Figure 1. Routed metal per tile.
The die is cut into 14 by 14 equal tiles; white is low, dark blue is high, scaled to the fullest tile. Values are wire area over tile area, all layers added.
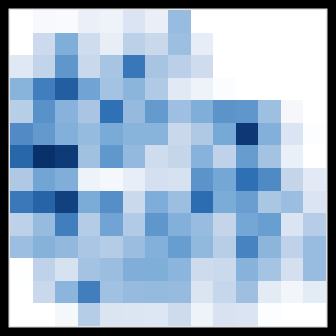
Figure 2. Metal layers overlaid.
Scale bar: 20 um. Two of the layers only.
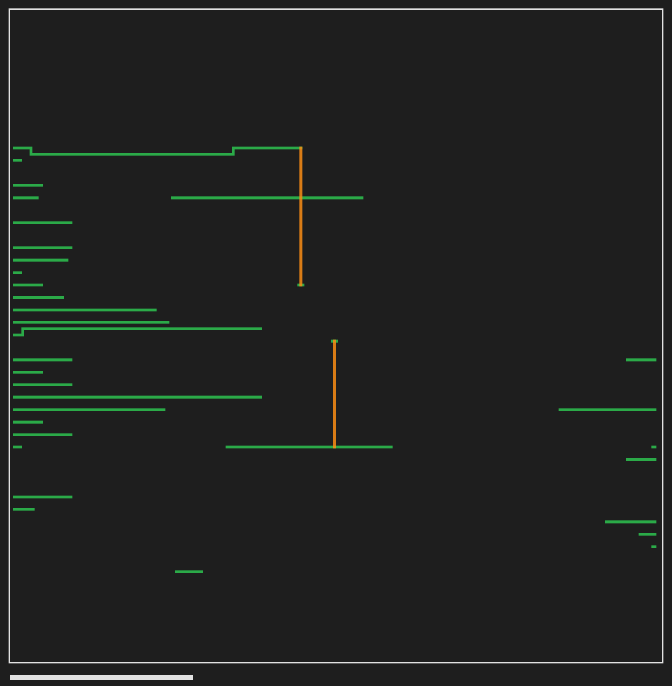
Figure 3. Metal 1.
Scale bar: 20 um. Cells faint in the background.
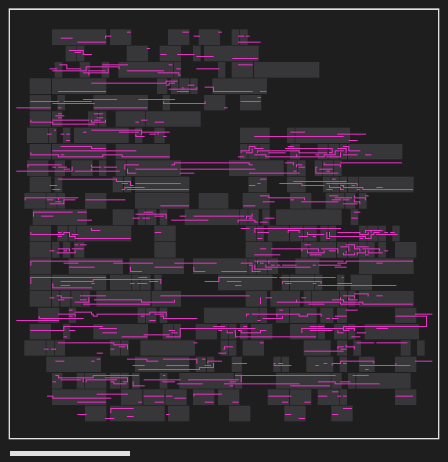
`config.mk`:
```
export PLATFORM = sky130hd
export DESIGN_NAME = xadc_drp_scanner
export DESIGN_NICKNAME = d
export VERILOG_FILES = /design/src/rtl/xadc_drp_scanner.sv
export SDC_FILE = /design/constraint.sdc
export NUM_CORES = 1
export LEC_CHECK = 0
export ABC_AREA = 1
export CORE_MARGIN = 2
export CORE_UTILIZATION = 40
export DETAILED_ROUTE_END_ITERATION = 8
export PLACE_DENSITY_LB_ADDON = 0.3
export SETUP_SLACK_MARGIN = 0.15
export SYNTH_ARGS = -nofsm -noshare
export SYNTH_HDL_FRONTEND = slang
export SYNTH_SLANG_ARGS = --single-unit
```
`constraint.sdc`:
```
create_clock -name clk -period 3.4 [get_ports clk]
set_clock_uncertainty 0.1 [all_clocks]
set_input_delay 0.34 -clock clk [delete_from_list [all_inputs] [get_ports clk]]
set_output_delay 0.34 -clock clk [all_outputs]
set_load 0.01 [all_outputs]
```
`src/rtl/xadc_drp_scanner.sv`:
```
// xadc_drp_scanner: round-robin XADC DRP reader issuing one channel read per end-of-conversion.
// Optional build macro XADC_SCAN_AVG_EN enables per-channel 4-sample averaging.
module xadc_drp_scanner #(
    parameter int                        NUM_CH      = 2,
    parameter int                        ADDR_W      = 7,
    parameter int                        SAMPLE_W    = 12,
    parameter logic [NUM_CH*ADDR_W-1:0]  CH_ADDRS    = {7'h1b, 7'h13},
    parameter int                        TIMEOUT_CYC = 64
) (
    input  logic                         clk,
    input  logic                         rst_n,
    input  logic                         enable,
    input  logic                         eoc,
    output logic                         drp_den,
    output logic [ADDR_W-1:0]            drp_daddr,
    input  logic                         drp_drdy,
    input  logic [15:0]                  drp_do,
    output logic [NUM_CH*SAMPLE_W-1:0]   samples,
    output logic [NUM_CH-1:0]            sample_valid,
    output logic                         frame_done,
    output logic                         timeout_err,
    output logic                         overrun,
    output logic [1:0]                   dbg_state
);

    localparam int IDX_W = (NUM_CH > 1) ? $clog2(NUM_CH) : 1;
    localparam int CNT_W = $clog2(TIMEOUT_CYC + 1);

    typedef enum logic [1:0] {
        S_IDLE    = 2'd0,
        S_ISSUE   = 2'd1,
        S_WAIT    = 2'd2,
        S_ADVANCE = 2'd3
    } state_t;

    state_t              state, state_nxt;
    logic [IDX_W-1:0]    idx;
    logic [CNT_W-1:0]    to_cnt;
    logic [ADDR_W-1:0]   addr_sel;
    logic [SAMPLE_W-1:0] cap;
    logic                start;
    logic                rd_ok;
    logic                to_hit;
    logic                last_ch;
    logic                unused_do;

    // DRP handshake: drp_den is a single-cycle request with drp_daddr valid in that
    // cycle; the single drp_drdy that completes it is honoured only while in WAIT.
    assign start     = (state == S_IDLE) && enable && eoc;
    assign rd_ok     = (state == S_WAIT) && drp_drdy;
    assign to_hit    = (state == S_WAIT) && !drp_drdy && (to_cnt == CNT_W'(TIMEOUT_CYC));
    assign last_ch   = (idx == IDX_W'(NUM_CH - 1));
    assign cap       = drp_do[15 -: SAMPLE_W];
    assign unused_do = ^drp_do;

    always_comb begin
        addr_sel = '0;
        for (int k = 0; k < NUM_CH; k++) begin
            if (idx == IDX_W'(k)) begin
                addr_sel = CH_ADDRS[k*ADDR_W +: ADDR_W];
            end
        end
    end

    always_ff @(posedge clk or negedge rst_n) begin
        if (!rst_n) begin
            state <= S_IDLE;
        end else begin
            state <= state_nxt;
        end
    end

    always_comb begin
        state_nxt = state;
        case (state)
            S_IDLE:    if (enable && eoc) state_nxt = S_ISSUE;
            S_ISSUE:   state_nxt = S_WAIT;
            S_WAIT:    if (drp_drdy || to_hit) state_nxt = S_ADVANCE;
            S_ADVANCE: state_nxt = S_IDLE;
            default:   state_nxt = S_IDLE;
        endcase
    end

    always_comb begin
        drp_den     = (state == S_ISSUE);
        timeout_err = to_hit;
        frame_done  = (state == S_ADVANCE) && last_ch;
        dbg_state   = state;
    end

    // Address is latched on the accept edge so it is already valid during ISSUE.
    always_ff @(posedge clk or negedge rst_n) begin
        if (!rst_n) begin
            drp_daddr <= '0;
        end else if (start) begin
            drp_daddr <= addr_sel;
        end
    end

    always_ff @(posedge clk or negedge rst_n) begin
        if (!rst_n) begin
            to_cnt <= '0;
        end else if (state == S_ISSUE) begin
            to_cnt <= '0;
        end else if ((state == S_WAIT) && !drp_drdy && !to_hit) begin
            to_cnt <= to_cnt + CNT_W'(1);
        end
    end

    always_ff @(posedge clk or negedge rst_n) begin
        if (!rst_n) begin
            idx <= '0;
        end else if (state == S_ADVANCE) begin
            idx <= last_ch ? '0 : idx + IDX_W'(1);
        end
    end

    always_ff @(posedge clk or negedge rst_n) begin
        if (!rst_n) begin
            overrun <= 1'b0;
        end else if (eoc && (state != S_IDLE)) begin
            overrun <= 1'b1;
        end
    end

`ifdef XADC_SCAN_AVG_EN
    logic [SAMPLE_W+1:0] acc     [NUM_CH];
    logic [1:0]          acc_cnt [NUM_CH];
    logic [SAMPLE_W+1:0] acc_sum;
    logic [1:0]          cnt_sel;

    always_comb begin
        acc_sum = '0;
        cnt_sel = '0;
        for (int k = 0; k < NUM_CH; k++) begin
            if (idx == IDX_W'(k)) begin
                acc_sum = acc[k] + {2'b00, cap};
                cnt_sel = acc_cnt[k];
            end
        end
    end

    // Every fourth good read publishes the mean; timeouts leave acc and count alone.
    always_ff @(posedge clk or negedge rst_n) begin
        if (!rst_n) begin
            samples      <= '0;
            sample_valid <= '0;
            for (int k = 0; k < NUM_CH; k++) begin
                acc[k]     <= '0;
                acc_cnt[k] <= '0;
            end
        end else begin
            sample_valid <= '0;
            for (int k = 0; k < NUM_CH; k++) begin
                if (rd_ok && (idx == IDX_W'(k))) begin
                    if (cnt_sel == 2'd3) begin
                        samples[k*SAMPLE_W +: SAMPLE_W] <= acc_sum[SAMPLE_W+1:2];
                        sample_valid[k]                 <= 1'b1;
                        acc[k]                          <= '0;
                        acc_cnt[k]                      <= '0;
                    end else begin
                        acc[k]     <= acc_sum;
                        acc_cnt[k] <= cnt_sel + 2'd1;
                    end
                end
            end
        end
    end
`else
    always_ff @(posedge clk or negedge rst_n) begin
        if (!rst_n) begin
            samples      <= '0;
            sample_valid <= '0;
        end else begin
            sample_valid <= '0;
            for (int k = 0; k < NUM_CH; k++) begin
                if (rd_ok && (idx == IDX_W'(k))) begin
                    samples[k*SAMPLE_W +: SAMPLE_W] <= cap;
                    sample_valid[k]                 <= 1'b1;
                end
            end
        end
    end
`endif

endmodule

```
==> impl_metrics.yaml <==
# generated from flow reports
pwr:
  internal_power_mw: 1.34
  pwr-share-clk: 0.226
  swShare: 0.325
  p_sw_mw: 0.646
  p_comb_mw: 0.796
  leakage_nw: 1.21
  ir_worst_vdd_uv: 382
  power_density_mw_per_mm2: 807
setup_path:
  worstSetupPathType: "register to primary output"
  slowest_stage: "clkdlybuf4s50_1"
  crit_cells: 5
  r2r_slack_ns: 1.67
  critPathMaxStageDelay_ns: 0.54
  r2r_start: "dbg_state[0]"
  cp_max_fo: 5
  startpoint: "dbg_state[0]"
  critPathLaunchType: "register"
  r2r_cells: 4
  cp_num_buf_inv: 2
yosys:
  top_area_cell: "dfrtp_1"
  synthArstFlopShare: 1.00
  synth_cells: 200
  top_cells_by_area: "dfrtp_1, nand2_1, o21ai_1"
  yosys_cells: 200
  aoi_share: 0.0735
  netlist_area_sq_mm: 0.00180
  top_cells_by_count: "nand2_1, dfrtp_1, o21ai_1"
  ys_sh_simple: 0.224
  ys.flops: 39
  edf_count: 0
  yosys_area_sq_mm: 0.00180
global_route:
  met2_usage: 0.207
  grt_pass1_vias: 1215
  grt_antenna_before_repair: 0
  grt_overflow: 0
place:
  dp_hpwl_mm: 2.38
  io_buffers: 52
sta:
  hold_ws_ns: 0.0650
  finalClockPeriodUsage: 0.686
  rsz0062_at_grt: "no"
  min_period_ns: 2.33
clock_network:
  cts.path.max_buffers: 2
  cts_setup_buffers: 0
  cts_tree: "built"
  cts_max_level: 2
final_layout:
  top_regs: "samples: 24 flops, to_cnt: 7 flops"
  clkbuf_count: 6
  fill_cells: 396
  largest_register_ffs: 24
  comb_area_frac: 0.269
  dominant_cells: "flip-flops and latches"
  inv_count: 29
  clk_share: 0.0539
  drive_gt1_frac: 0.0992
  buffers: 52
  area_growth_pct: 36.3
  n_sequential_cell: 39
  bufAreaShareNonClock: 0.210
  seqCellArea_sq_um: 976
  antenna_cells: 0
  final_area_sq_mm: 0.00246
routing:
  drc_errors: 0
  vias_per_cell: 4.53
  ant_nets: 0
  wl_met3_um: 268
floorplanning:
  io_pins: 60
  core_area_sq_mm: 0.00435
  taps: 52
  dieArea_sq_mm: 0.00506
  die_h_um: 71.2
outcome:
  status: "complete, no violations"
job:
  warnings: 35
-- Figure 1 (at the start) --
- mean over tiles: 0.11
- emptiest ninth of the die: upper right
- nearly empty tiles: 16%
- tiles over half the peak: 19%
GRT Overall Usage: 0.139
routed wire length: 3.33 mm
vias: 1376

-- Figure 2 (at the start) --
- metal 3: green (wire length 268 um)
- metal 4: orange (wire length 26.5 um)
WL per Instance: 11.0 um

-- Figure 3 (at the start) --
- share of all routed wire: 46%
- main direction: horizontal
- longest straight run: 16.6 um
- wire length on this layer: 1520 um
- nets with wire on the layer: 228
met1 Usage GRT: 0.184

[layout by cell type (no fill, tap or decap), types with 2 or more instances in the layout]
cell type | synthesis | layout
nor2_1 | 10 | 10
o21ai_1 | 24 | 24
nand2_1 | 44 | 44
clkinv_1 | 2 | 2
clkbuf_8 | 0 | 5
nand2_2 | 2 | 2
inv_2 | 5 | 5
nand3_2 | 4 | 4
nand3_1 | 17 | 17
nor2_2 | 2 | 2
clkdlybuf4s50_1 | 0 | 51
conb_1 | 1 | 3
ha_1 | 7 | 7
bufinv_16 | 0 | 2
xor2_1 | 3 | 3
nor3_1 | 2 | 2
inv_1 | 22 | 22
dfrtp_1 | 39 | 39
Power and IR drop assume default switching activity.
